[src/rtl/uart_pkg.sv]
// Shared types and parity helper for the parametrised UART transmitter.
package uart_pkg;

  typedef enum logic [2:0] {
    IDLE   = 3'd0,
    START  = 3'd1,
    DATA   = 3'd2,
    PARITY = 3'd3,
    STOP   = 3'd4
  } tx_state_e;

  typedef enum logic [1:0] {
    PAR_NONE = 2'b00,
    PAR_EVEN = 2'b01,
    PAR_ODD  = 2'b10
  } parity_e;

  localparam int MAX_DATA_W = 9;

  // Mode 2'b11 is reserved and behaves like PAR_NONE.
  function automatic logic parity_enabled(input logic [1:0] mode);
    return (mode == PAR_EVEN) || (mode == PAR_ODD);
  endfunction

  // Callers zero-extend the data word to MAX_DATA_W; extra zeros do not change the XOR.
  function automatic logic parity_bit(input logic [MAX_DATA_W-1:0] data, input logic [1:0] mode);
    return (mode == PAR_ODD) ? ~(^data) : (^data);
  endfunction

endpackage

[src/rtl/uart_baud_gen.sv]
// Baud tick generator: clock-enable pulse every div+1 clocks, realigned by restart.
module uart_baud_gen #(
  parameter int DIV_W = 16
) (
  input  logic             clk,
  input  logic             reset,
  input  logic             restart,
  input  logic [DIV_W-1:0] div,
  output logic             tick
);

  logic [DIV_W-1:0] r_cnt;

  assign tick = (r_cnt == {DIV_W{1'b0}});

  // Down-counter; restart loads div so the first tick lands div+1 clocks later.
  always_ff @(posedge clk or posedge reset) begin
    if (reset) begin
      r_cnt <= {DIV_W{1'b0}};
    end else if (restart || tick) begin
      r_cnt <= div;
    end else begin
      r_cnt <= r_cnt - {{(DIV_W-1){1'b0}}, 1'b1};
    end
  end

endmodule

[src/rtl/uart_tx_param.sv]
// Parametrised UART transmitter with runtime baud divisor, parity mode and stop-bit count.
// Define UART_TX_FIFO_EN to place a FIFO_DEPTH-entry input FIFO in front of the frame FSM.
module uart_tx_param
  import uart_pkg::*;
#(
  parameter int DATA_W     = 8,
  parameter int OVERSAMPLE = 16,
  parameter int DIV_W      = 16,
  parameter int FIFO_DEPTH = 4
) (
  input  logic              clk,
  input  logic              reset,
  input  logic              en,
  input  logic [DIV_W-1:0]  baud_div,
  input  logic [1:0]        parity_mode,
  input  logic              stop2,
  input  logic [DATA_W-1:0] tx_data,
  input  logic              tx_valid,
  output logic              tx_ready,
  output logic              txd,
  output logic              tx_busy,
  output logic              tx_done
);

  localparam int SUB_W = (OVERSAMPLE > 2) ? $clog2(OVERSAMPLE) : 1;
  localparam logic [SUB_W-1:0] SUB_LAST = SUB_W'(OVERSAMPLE - 1);
  localparam logic [3:0]       IDX_LAST = 4'(DATA_W - 1);

  tx_state_e             r_state, w_state_nxt;
  logic [DATA_W-1:0]     r_shift, w_shift_nxt, r_data_q, w_start_data;
  logic [3:0]            r_idx, w_idx_nxt;
  logic [SUB_W-1:0]      r_sub;
  logic [DIV_W-1:0]      r_div_q, w_div;
  logic [1:0]            r_par_q;
  logic                  r_stop2_q, r_txd, w_txd_nxt, w_done;
  logic                  w_tick, w_bit_end, w_start, w_par_bit;
  logic [MAX_DATA_W-1:0] w_par_vec;

`ifdef UART_TX_FIFO_EN
  localparam int PTR_W = (FIFO_DEPTH > 2) ? $clog2(FIFO_DEPTH) : 1;

  logic [DATA_W-1:0] r_fifo [FIFO_DEPTH];
  logic [PTR_W-1:0]  r_wptr, r_rptr;
  logic [PTR_W:0]    r_count;
  logic              w_full, w_empty, w_push;

  assign w_full       = (r_count == (PTR_W+1)'(FIFO_DEPTH));
  assign w_empty      = (r_count == {(PTR_W+1){1'b0}});
  assign tx_ready     = !reset && !w_full;
  assign w_push       = tx_valid && tx_ready && en;
  assign w_start      = (r_state == IDLE) && !w_empty && en;
  assign w_start_data = r_fifo[r_rptr];
  assign tx_busy      = (r_state != IDLE) || !w_empty;

  // FIFO pointers and occupancy; a pop is the frame start.
  always_ff @(posedge clk or posedge reset) begin
    if (reset) begin
      r_wptr  <= {PTR_W{1'b0}};
      r_rptr  <= {PTR_W{1'b0}};
      r_count <= {(PTR_W+1){1'b0}};
    end else begin
      r_wptr <= w_push  ? r_wptr + {{(PTR_W-1){1'b0}}, 1'b1} : r_wptr;
      r_rptr <= w_start ? r_rptr + {{(PTR_W-1){1'b0}}, 1'b1} : r_rptr;
      case ({w_push, w_start})
        2'b10:   r_count <= r_count + {{PTR_W{1'b0}}, 1'b1};
        2'b01:   r_count <= r_count - {{PTR_W{1'b0}}, 1'b1};
        default: r_count <= r_count;
      endcase
    end
  end

  // FIFO storage.
  always_ff @(posedge clk) begin
    if (w_push) begin
      r_fifo[r_wptr] <= tx_data;
    end
  end
`else
  assign tx_ready     = !reset && en && (r_state == IDLE);
  assign w_start      = tx_valid && tx_ready;
  assign w_start_data = tx_data;
  assign tx_busy      = (r_state != IDLE);
`endif

  // The divisor presented at a frame start must reach the generator in the same edge.
  assign w_div = w_start ? baud_div : r_div_q;

  uart_baud_gen #(.DIV_W(DIV_W)) u_baud_gen (
    .clk     (clk),
    .reset   (reset),
    .restart (w_start),
    .div     (w_div),
    .tick    (w_tick)
  );

  assign w_bit_end = w_tick && (r_sub == SUB_LAST);
  assign txd       = r_txd;
  assign tx_done   = w_done;

  // Sub-bit counter, realigned to zero at every frame start.
  always_ff @(posedge clk or posedge reset) begin
    if (reset) begin
      r_sub <= {SUB_W{1'b0}};
    end else if (w_start) begin
      r_sub <= {SUB_W{1'b0}};
    end else if (w_tick) begin
      r_sub <= (r_sub == SUB_LAST) ? {SUB_W{1'b0}} : r_sub + {{(SUB_W-1){1'b0}}, 1'b1};
    end else begin
      r_sub <= r_sub;
    end
  end

  // Frame configuration snapshot taken at the frame start.
  always_ff @(posedge clk or posedge reset) begin
    if (reset) begin
      r_div_q   <= {DIV_W{1'b0}};
      r_par_q   <= PAR_NONE;
      r_stop2_q <= 1'b0;
      r_data_q  <= {DATA_W{1'b0}};
    end else if (w_start) begin
      r_div_q   <= baud_div;
      r_par_q   <= parity_mode;
      r_stop2_q <= stop2;
      r_data_q  <= w_start_data;
    end else begin
      r_div_q   <= r_div_q;
      r_par_q   <= r_par_q;
      r_stop2_q <= r_stop2_q;
      r_data_q  <= r_data_q;
    end
  end

  // Parity over the captured word.
  always_comb begin
    w_par_vec               = {MAX_DATA_W{1'b0}};
    w_par_vec[DATA_W-1:0]   = r_data_q;
    w_par_bit               = parity_bit(w_par_vec, r_par_q);
  end

  // Next-state, shift/index and next txd level; txd is registered from the next state.
  always_comb begin
    w_state_nxt = r_state;
    w_shift_nxt = r_shift;
    w_idx_nxt   = r_idx;
    w_done      = 1'b0;
    w_txd_nxt   = 1'b1;
    case (r_state)
      IDLE: begin
        if (w_start) begin
          w_state_nxt = START;
          w_shift_nxt = w_start_data;
          w_idx_nxt   = 4'd0;
        end else begin
          w_state_nxt = IDLE;
        end
      end
      START: begin
        if (w_bit_end) begin
          w_state_nxt = DATA;
          w_idx_nxt   = 4'd0;
        end else begin
          w_state_nxt = START;
        end
      end
      DATA: begin
        if (w_bit_end) begin
          w_shift_nxt = {1'b0, r_shift[DATA_W-1:1]};
          if (r_idx == IDX_LAST) begin
            w_state_nxt = parity_enabled(r_par_q) ? PARITY : STOP;
            w_idx_nxt   = 4'd0;
          end else begin
            w_idx_nxt   = r_idx + 4'd1;
          end
        end else begin
          w_state_nxt = DATA;
        end
      end
      PARITY: begin
        if (w_bit_end) begin
          w_state_nxt = STOP;
          w_idx_nxt   = 4'd0;
        end else begin
          w_state_nxt = PARITY;
        end
      end
      STOP: begin
        if (w_bit_end) begin
          if (r_idx == {3'b000, r_stop2_q}) begin
            w_state_nxt = IDLE;
            w_done      = 1'b1;
          end else begin
            w_idx_nxt   = r_idx + 4'd1;
          end
        end else begin
          w_state_nxt = STOP;
        end
      end
      default: begin
        w_state_nxt = IDLE;
      end
    endcase

    case (w_state_nxt)
      START:   w_txd_nxt = 1'b0;
      DATA:    w_txd_nxt = w_shift_nxt[0];
      PARITY:  w_txd_nxt = w_par_bit;
      STOP:    w_txd_nxt = 1'b1;
      IDLE:    w_txd_nxt = 1'b1;
      default: w_txd_nxt = 1'b1;
    endcase
  end

  // FSM and line registers; reset drives the line idle immediately.
  always_ff @(posedge clk or posedge reset) begin
    if (reset) begin
      r_state <= IDLE;
      r_shift <= {DATA_W{1'b0}};
      r_idx   <= 4'd0;
      r_txd   <= 1'b1;
    end else begin
      r_state <= w_state_nxt;
      r_shift <= w_shift_nxt;
      r_idx   <= w_idx_nxt;
      r_txd   <= w_txd_nxt;
    end
  end

endmodule

[config.mk]
export PLATFORM = sky130hd
export DESIGN_NAME = uart_tx_param
export DESIGN_NICKNAME = d
export VERILOG_FILES = /design/src/rtl/uart_pkg.sv /design/src/rtl/uart_baud_gen.sv /design/src/rtl/uart_tx_param.sv
export SDC_FILE = /design/constraint.sdc
export NUM_CORES = 1
export LEC_CHECK = 0
export CAP_MARGIN = 10
export CORE_MARGIN = 3
export CORE_UTILIZATION = 39
export DETAILED_ROUTE_END_ITERATION = 10
export MAX_ROUTING_LAYER = met4
export PLACE_DENSITY = 0.67
export SYNTH_ARGS = -nofsm -noshare
export SYNTH_HDL_FRONTEND = slang
export SYNTH_SLANG_ARGS = --single-unit
[constraint.sdc]
create_clock -name clk -period 3.27 [get_ports clk]
set_input_delay 0.4905 -clock clk [delete_from_list [all_inputs] [get_ports clk]]
set_output_delay 0.4905 -clock clk [all_outputs]
set_load 0.02 [all_outputs]
registers.png
Drawn at 4 px/micron. Other sequential cells in the stronger gray, the rest of the logic in the fainter gray.
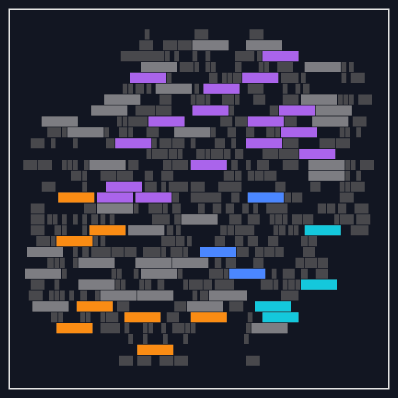
Key: blue = r_state [flops 3]; purple = u_baud_gen.r_cnt [flops 16]; orange = r_data_q [flops 8, where bottom left]; cyan = r_idx [flops 4, where bottom right]

==> results.json <==
{
  "largest_class": "registers",
  "adder_share_pct": 1.64,
  "top_power_group": "sequential cells",
  "rows": 31,
  "fillers": 681,
  "buf_share_pct": 10.5,
  "clock.fmax_mhz": 362,
  "gr-total-overflow": 0,
  "combGateArea_sq_mm": 0.00139,
  "seq_cell_power_uw": 1140,
  "final_hold_viol_count": 0,
  "finalCritPeriodShare_pct": 84.6,
  "place_ws_ps": 371,
  "path_buffers": 1,
  "comb_power_uw": 616,
  "path_delay_family": "simple AND/OR/NAND/NOR gates",
  "seqPwrFrac_pct": 47.4,
  "yosysTopAreaCellShare_pct": 50.8,
  "final_nets": 397,
  "syn_to_final_growth_pct": 21.1,
  "diodes": 0,
  "synth-simple-area-share_pct": 26.0,
  "mostFrequentLayoutCells": "nand2_1, dfrtp_1, clkdlybuf4s50_1, nor2_1, xor2_1",
  "clock_path_buffers": 2,
  "synth_cell_types": 46,
  "gp_congestion": 0.768,
  "clk_share_pct": 5.11,
  "finalSetupViolCount": 0,
  "hold_depth": 2,
  "synth.top_cells.by_count": "nand2_1, dfrtp_1, nor2_1",
  "drive_gt1_share_pct": 11.4,
  "cp.arrival_ps": 2270,
  "worst_slack_ps": 505,
  "core_area_sq_mm": 0.00741,
  "flops": 63,
  "signal_buffers": 40,
  "routed-via-count": 2275,
  "regArea_sq_mm": 0.00158,
  "internal_power_uw": 1660,
  "log.warning_count": 26,
  "yosysChipArea_sq_mm": 0.00305,
  "start_kind": "register",
  "critPathKind": "register to output pin",
  "place_area_sq_mm": 0.00350,
  "via_per_inst": 4.88,
  "ios": 35,
  "async_flop_share_pct": 100,
  "design_area_sq_mm": 0.00370,
  "hold_path_startpoint": "r_div_q[0]$_DFF_PP0_",
  "routed_wl_mm": 5.91,
  "slew_headroom_pct": 47.4,
  "ys.flop_type": "dfrtp_1",
  "dp.cells": 449,
  "rr_startpoint": "u_baud_gen.r_cnt[5]$_DFF_PP0_",
  "yosys_warnings": 0,
  "p_comb_share_pct": 25.5,
  "topCellsByArea": "dfrtp_1, nand2_1, xor2_1",
  "rsz0062_at_grt": "no",
  "synthMuxAreaShare_pct": 5.00,
  "cts_buffers": 9,
  "io_buffers": 34,
  "taps": 99,
  "edf_count": 0,
  "crit_fanout": 6,
  "grt_pass1_vias": 2171,
  "grtUsageTotal_pct": 15.4,
  "crit_chain": "or3_4, or4_4, nor3_4, nand2_1, nor2_1, dlymetal6s2s_1",
  "tns_ps": 0,
  "final_period_minus_worst_setup_slack_ps": 2770,
  "cp-end-kind": "output pin",
  "synth_top_cell_by_area": "dfrtp_1",
  "p_leak_uw": 0.00174,
  "critPathSlowestCell": "or4_4",
  "synthXorXnorAreaFrac_pct": 6.60,
  "layoutNonFillerInstCount": 466,
  "clkSinkCount": 63,
  "crit_path_max_incr_delay_ps": 500,
  "syn_avg_cell_area_sq_um": 9.46,
  "drv_cap": 0,
  "required_ps": 2780,
  "switching_share_pct": 31.3,
  "rrSetupSlack_ps": 660,
  "worstMarginPinSlew_ps": 789,
  "status": "complete, no violations",
  "synth_nets": 358,
  "clk_pin_slew_worst_paths_ps": 70,
  "peakVddDrop_mv": 0.305,
  "timing.hold.ws_ps": 470,
  "chipArea_sq_mm": 0.00893,
  "inv_count": 8,
  "p_per_area_mw_per_mm2": 653,
  "yosysSeqAreaShare_pct": 51.7,
  "cts_root_buffer": "clkbuf_8",
  "sh_comb_area_pct": 37.5,
  "cts_tree": "built",
  "topCombFamilyByArea": "simple AND/OR/NAND/NOR gates",
  "grt_pass1_wl_mm": 10.4,
  "worstHoldEndpoint": "r_div_q[0]$_DFF_PP0_",
  "layout.cells.most_common": "nand2_1",
  "r2r_cells": 6,
  "syn-cell-area_sq_mm": 0.00305,
  "ys.flops": 63,
  "first_iter_violations": 117,
  "postCtsHoldBufs": 0,
  "ctsResizeCount": 0,
  "drtAntennaViolNets": 0,
  "cts_setup_buffers": 1,
  "antenna_found_initial": 0,
  "p_clk_share_pct": 27.1,
  "nMultiInputCombCells": 240,
  "drv_slew": 0,
  "h-tree-depth": 3,
  "total_power_uw": 2420,
  "grt_max_degree": 64,
  "die_h_microns": 94.5,
  "ys_cells": 323,
  "dr.pass1.iters": 4,
  "die_w_microns": 94.5,
  "power.switching_uw": 756,
  "min_path_type": "register to register",
  "largestRegisters": "r_div_q x16, u_baud_gen.r_cnt x16",
  "syn-instance-count": 323,
  "compound_area_share_pct": 6.19,
  "remaining_drc_errors": 0,
  "fp_util_pct": 41.2,
  "seq_share_pct": 42.6,
  "top_cell": "nand2_1",
  "dp_hpwl_mm": 4.06,
  "avgRoutedWirePerCell_microns": 12.7,
  "r2r-end": "u_baud_gen.r_cnt[13]$_DFF_PP0_",
  "final_util_pct": 49.9
}
final_clocks.png
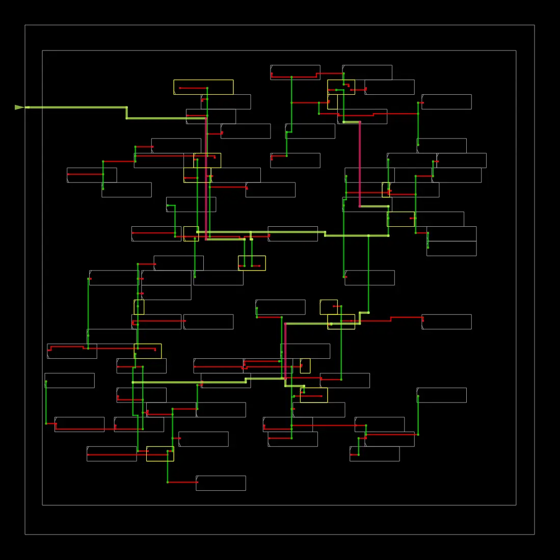
reported clock group power: 655 uW
clock buffer count: 10
clk ins delay skew pair: 350 ps
skew final: 9.78 ps

[how the worst max path moves through the flow]
stage                                         startpoint                             end  slack, ps  depth (start not counted)
after CTS                 u_baud_gen.r_cnt[11]$_DFF_PP0_                         tx_done        100                          6
after global routing      u_baud_gen.r_cnt[11]$_DFF_PP0_                         tx_done        380                          6
after floorplan                                    reset  u_baud_gen.r_cnt[10]$_DFF_PP0_         90                          8
final                     u_baud_gen.r_cnt[11]$_DFF_PP0_                         tx_done        500                          6
after global placement    u_baud_gen.r_cnt[12]$_DFF_PP0_                         tx_done        390                          6
after detailed placement  u_baud_gen.r_cnt[11]$_DFF_PP0_                         tx_done        370                          6
[metal layers]
layer	wire (microns)	GRT usage (%)
met1	3020	21.7
met2	2580	21.0
met3	269	4.22
met4	48	5.77
met5	0	-
Power is estimated from default activity; no workload was simulated.
